==> src/rtl/nn_cost_sequencer.sv <==
// nn_cost_sequencer: steps the stochastic cross-entropy cost block through a
// training batch. For each sample it requests the sample, pulses a clear,
// discards a settling interval, then integrates the signed cost bitstream.
module nn_cost_sequencer #(
  parameter int unsigned WINDOW_LEN = 256,
  parameter int unsigned SETTLE_LEN = 8,
  parameter int unsigned N_SAMPLES  = 16,
  parameter int unsigned CNT_W      = 10,
  parameter int unsigned IDX_W      = 4
) (
  input  logic             CLK,
  input  logic             INIT,
  input  logic             START,
  input  logic             ABORT,
  input  logic             SAMPLE_ACK,
  input  logic             COST_BIT,
  input  logic             COST_SIGN,
  output logic             SAMPLE_REQ,
  output logic [IDX_W-1:0] SAMPLE_IDX,
  output logic             COST_INIT,
  output logic             R_COND,
  output logic [CNT_W-1:0] ERR_COUNT,
  output logic             ERR_VALID,
  output logic             BUSY,
  output logic             DONE
);

  // One shared interval timer serves both the settle and the window phases.
  localparam int unsigned TMR_MAX = (WINDOW_LEN > SETTLE_LEN) ? WINDOW_LEN : SETTLE_LEN;
  localparam int unsigned TMR_W   = $clog2(TMR_MAX + 1);

  localparam logic [TMR_W-1:0] SETTLE_LAST = TMR_W'(SETTLE_LEN - 1);
  localparam logic [TMR_W-1:0] WINDOW_LAST = TMR_W'(WINDOW_LEN - 1);
  localparam logic [IDX_W-1:0] IDX_LAST    = IDX_W'(N_SAMPLES - 1);

  typedef enum logic [2:0] {
    ST_IDLE,
    ST_LOAD,
    ST_CLEAR,
    ST_SETTLE,
    ST_ACCUM,
    ST_REPORT,
    ST_FINISH
  } state_t;

  state_t           state;
  logic [TMR_W-1:0] tmr;
  logic [CNT_W-1:0] acc;
  logic [CNT_W-1:0] acc_c;

  // Signed step of the running sum for the current cost bit.
  always_comb begin
    acc_c = acc;
    if (COST_BIT) begin
      acc_c = COST_SIGN ? (acc - CNT_W'(1)) : (acc + CNT_W'(1));
    end
  end

  // Sequencer state, timer, accumulator and all registered outputs.
  always_ff @(posedge CLK or posedge INIT) begin
    if (INIT) begin
      state      <= ST_IDLE;
      tmr        <= '0;
      acc        <= '0;
      SAMPLE_REQ <= 1'b0;
      SAMPLE_IDX <= '0;
      COST_INIT  <= 1'b0;
      R_COND     <= 1'b0;
      ERR_COUNT  <= '0;
      ERR_VALID  <= 1'b0;
      BUSY       <= 1'b0;
      DONE       <= 1'b0;
    end else if (ABORT && (state != ST_IDLE)) begin
      // Abort drops the batch silently; ERR_COUNT keeps the last report.
      state      <= ST_IDLE;
      tmr        <= '0;
      SAMPLE_REQ <= 1'b0;
      COST_INIT  <= 1'b0;
      R_COND     <= 1'b0;
      ERR_VALID  <= 1'b0;
      BUSY       <= 1'b0;
      DONE       <= 1'b0;
    end else begin
      COST_INIT <= 1'b0;
      ERR_VALID <= 1'b0;
      DONE      <= 1'b0;
      case (state)
        ST_IDLE: begin
          if (START) begin
            state      <= ST_LOAD;
            SAMPLE_IDX <= '0;
            acc        <= '0;
            SAMPLE_REQ <= 1'b1;
            BUSY       <= 1'b1;
          end
        end
        ST_LOAD: begin
          if (SAMPLE_ACK) begin
            state      <= ST_CLEAR;
            SAMPLE_REQ <= 1'b0;
            COST_INIT  <= 1'b1;
          end
        end
        ST_CLEAR: begin
          state  <= ST_SETTLE;
          tmr    <= '0;
          R_COND <= 1'b0;
        end
        ST_SETTLE: begin
          R_COND <= ~R_COND;
          if (tmr == SETTLE_LAST) begin
            state <= ST_ACCUM;
            tmr   <= '0;
          end else begin
            tmr <= tmr + TMR_W'(1);
          end
        end
        ST_ACCUM: begin
          if (tmr == WINDOW_LAST) begin
            state     <= ST_REPORT;
            tmr       <= '0;
            R_COND    <= 1'b0;
            ERR_COUNT <= acc_c;
            ERR_VALID <= 1'b1;
            acc       <= '0;
          end else begin
            R_COND <= ~R_COND;
            tmr    <= tmr + TMR_W'(1);
            acc    <= acc_c;
          end
        end
        ST_REPORT: begin
          if (SAMPLE_IDX == IDX_LAST) begin
            state <= ST_FINISH;
            DONE  <= 1'b1;
          end else begin
            state      <= ST_LOAD;
            SAMPLE_IDX <= SAMPLE_IDX + IDX_W'(1);
            SAMPLE_REQ <= 1'b1;
          end
        end
        ST_FINISH: begin
          state <= ST_IDLE;
          BUSY  <= 1'b0;
        end
        default: begin
          state <= ST_IDLE;
        end
      endcase
    end
  end

endmodule

==> config.mk <==
export PLATFORM = sky130hd
export DESIGN_NAME = nn_cost_sequencer
export DESIGN_NICKNAME = d
export VERILOG_FILES = /design/src/rtl/nn_cost_sequencer.sv
export SDC_FILE = /design/constraint.sdc
export NUM_CORES = 1
export LEC_CHECK = 0
export CAP_MARGIN = 10
export CORE_MARGIN = 2
export CORE_UTILIZATION = 40
export CTS_BUF_LIST = sky130_fd_sc_hd__clkbuf_8
export DETAILED_ROUTE_END_ITERATION = 12
export DONT_BUFFER_PORTS = 1
export MAX_ROUTING_LAYER = met4
export PLACE_DENSITY = 0.59
export SYNTH_ARGS = -nofsm -noshare
export SYNTH_HDL_FRONTEND = slang
export SYNTH_SLANG_ARGS = --single-unit
export TNS_END_PERCENT = 20
==> constraint.sdc <==
create_clock -name CLK -period 2.2 [get_ports CLK]
set_input_delay 0.22 -clock CLK [delete_from_list [all_inputs] [get_ports CLK]]
set_output_delay 0.22 -clock CLK [all_outputs]
set_load 0.05 [all_outputs]
==> images/m1.png <==
Scale bar: 20 um.
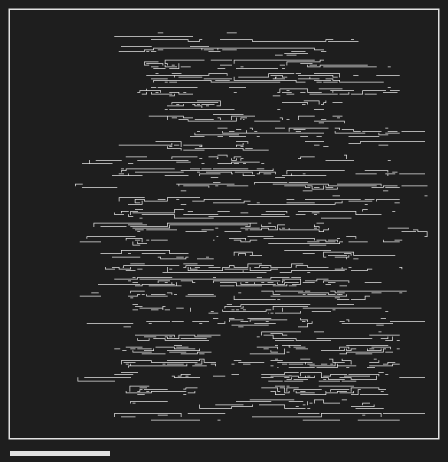
319 nets have wire on it. The longest straight run is 32.2 um. The wires run mostly horizontal.

==> flow_summary.ini <==
; synthesis and place-and-route metrics
[status]
status = completed

[floorplanning]
io_pins = 27
tap-cell-count = 77
dieArea_mm2 = 0.00734
dieWidth_um = 85.7
fp_util = 0.418
core_mm2 = 0.00639

[finish]
nonClkBufAreaFrac = 0.0768
logic_gate_count = 233
areaGrowthSynthToFinish_pct = 14.2
drive_gt1_frac = 0.173
inverters = 11
final_cells = 400
nonClockBufferCount = 30
final_cell_area_mm2 = 0.00305
top_regs = ERR_COUNT x10, acc x10, tmr x9
final-clk-cell-share = 0.0259
lay_top_count = dfrtp_1
fillers = 611
clockBufferCount = 5
seq_area_frac = 0.345

[logic_synthesis]
synth.avg_cell_area_um2 = 8.90
yosysMostFrequentCell = dfrtp_1
ys_cells = 300
numSynthFlops = 42
netlist.area_leader.share = 0.394
ys_types = 55
yosys_warnings = 0
fa_ha_area_frac = 0.0638
synthCells = 300
largest_area_cell = dfrtp_1
yosysSeqAreaShare = 0.394
ys_top_cells_by_area = dfrtp_1 (39%), o21ai_0 (6.6%), ha_1 (5.6%)
ys_area_mm2 = 0.00267
synth_xor_xnor_area_share = 0.0361
flop_cell = dfrtp_1

[pwr]
switching_share = 0.422
clkPwrFrac = 0.173
clock_net_power_mw = 0.487
p_leak_nw = 1.42
p_seq_frac = 0.380

[global_route]
grt_antenna_before_repair = 0
grt_pass1_wl_um = 9550
track_usage = 0.165
grt_overflow = 0
grt_max_degree = 27
grt_pass1_vias = 1977

[worst_setup_path]
crit_path_frequent_cell = buf_4
startpoint = tmr[0]
cp-end-kind = flip-flop
path_cells = ha_1, and3_1, and3_4, nand3_2, inv_2, ha_4, nor2_4, o21ai_4, buf_4, buf_4, nand2b_1, o21ai_1
path_delay_family = simple AND/OR/NAND/NOR gates
cp_num_buf_inv = 3
reg2reg_from = tmr[0]
worst-r2r-setup-slack_ns = 0.10
critPathMaxStageDelay_ns = 0.39
slowest_stage = dfrtp_1

[timing]
finalCritPeriodShare = 0.953
hold_viol_final = 0
fmaxAchievable_mhz = 477
min_period_ns = 2.10

[clock_tree]
clk_pin_slew_ns = 0.08
tritoncts = yes
cts.sinks = 42

[job]
tool_warnings = 27
max_cap_violations = 0

[placed_design]
placed_cell_area_mm2 = 0.00288
hpwl_um = 4120
port_buffers = 0

[routing]
avgRoutedWirePerCell_um = 14.2
drtIter0Drc = 63
vias_per_cell = 5.41

[worst_hold_path]
worstHoldStart = ABORT
hold_depth = 1
==> images/congestion_map.png <==
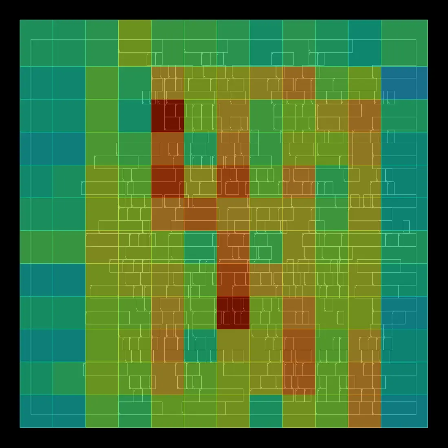
fin util: 0.477
met2 GRT Util: 0.246
met3 GRT Util: 0.0491
Top Usage Layer GRT: met2
M1 GR Usage: 0.221

[metal layers]
metal  routed length, um  track usage
met5                   0            -
met2                2480        0.246
met3                 301       0.0491
met4                  62       0.0433
met1                2810        0.221
[through the flow]
| step | utilization | hold slack (ns) | total power [mW] |
|---|---|---|---|
| after detailed placement | 0.450 | 0.140 | 2.31 |
| after floorplan | - | 0.419 | 2.03 |
| final | 0.477 | 0.0260 | 2.81 |
| after CTS | 0.467 | 0.0137 | 2.82 |
| after global placement | 0.450 | 0.130 | 2.29 |
| after global routing | 0.477 | 0.0170 | 3.04 |
[what timing repair did]
action / CTS / global route
hold buffers: 2 / 0
hold endpoints to repair: 17 / 0
setup buffers: 0 / 3
resized: 1 / 12
pin swaps: 0 / 2
setup endpoints to repair: 5 / 25
Power and IR drop assume default switching activity.
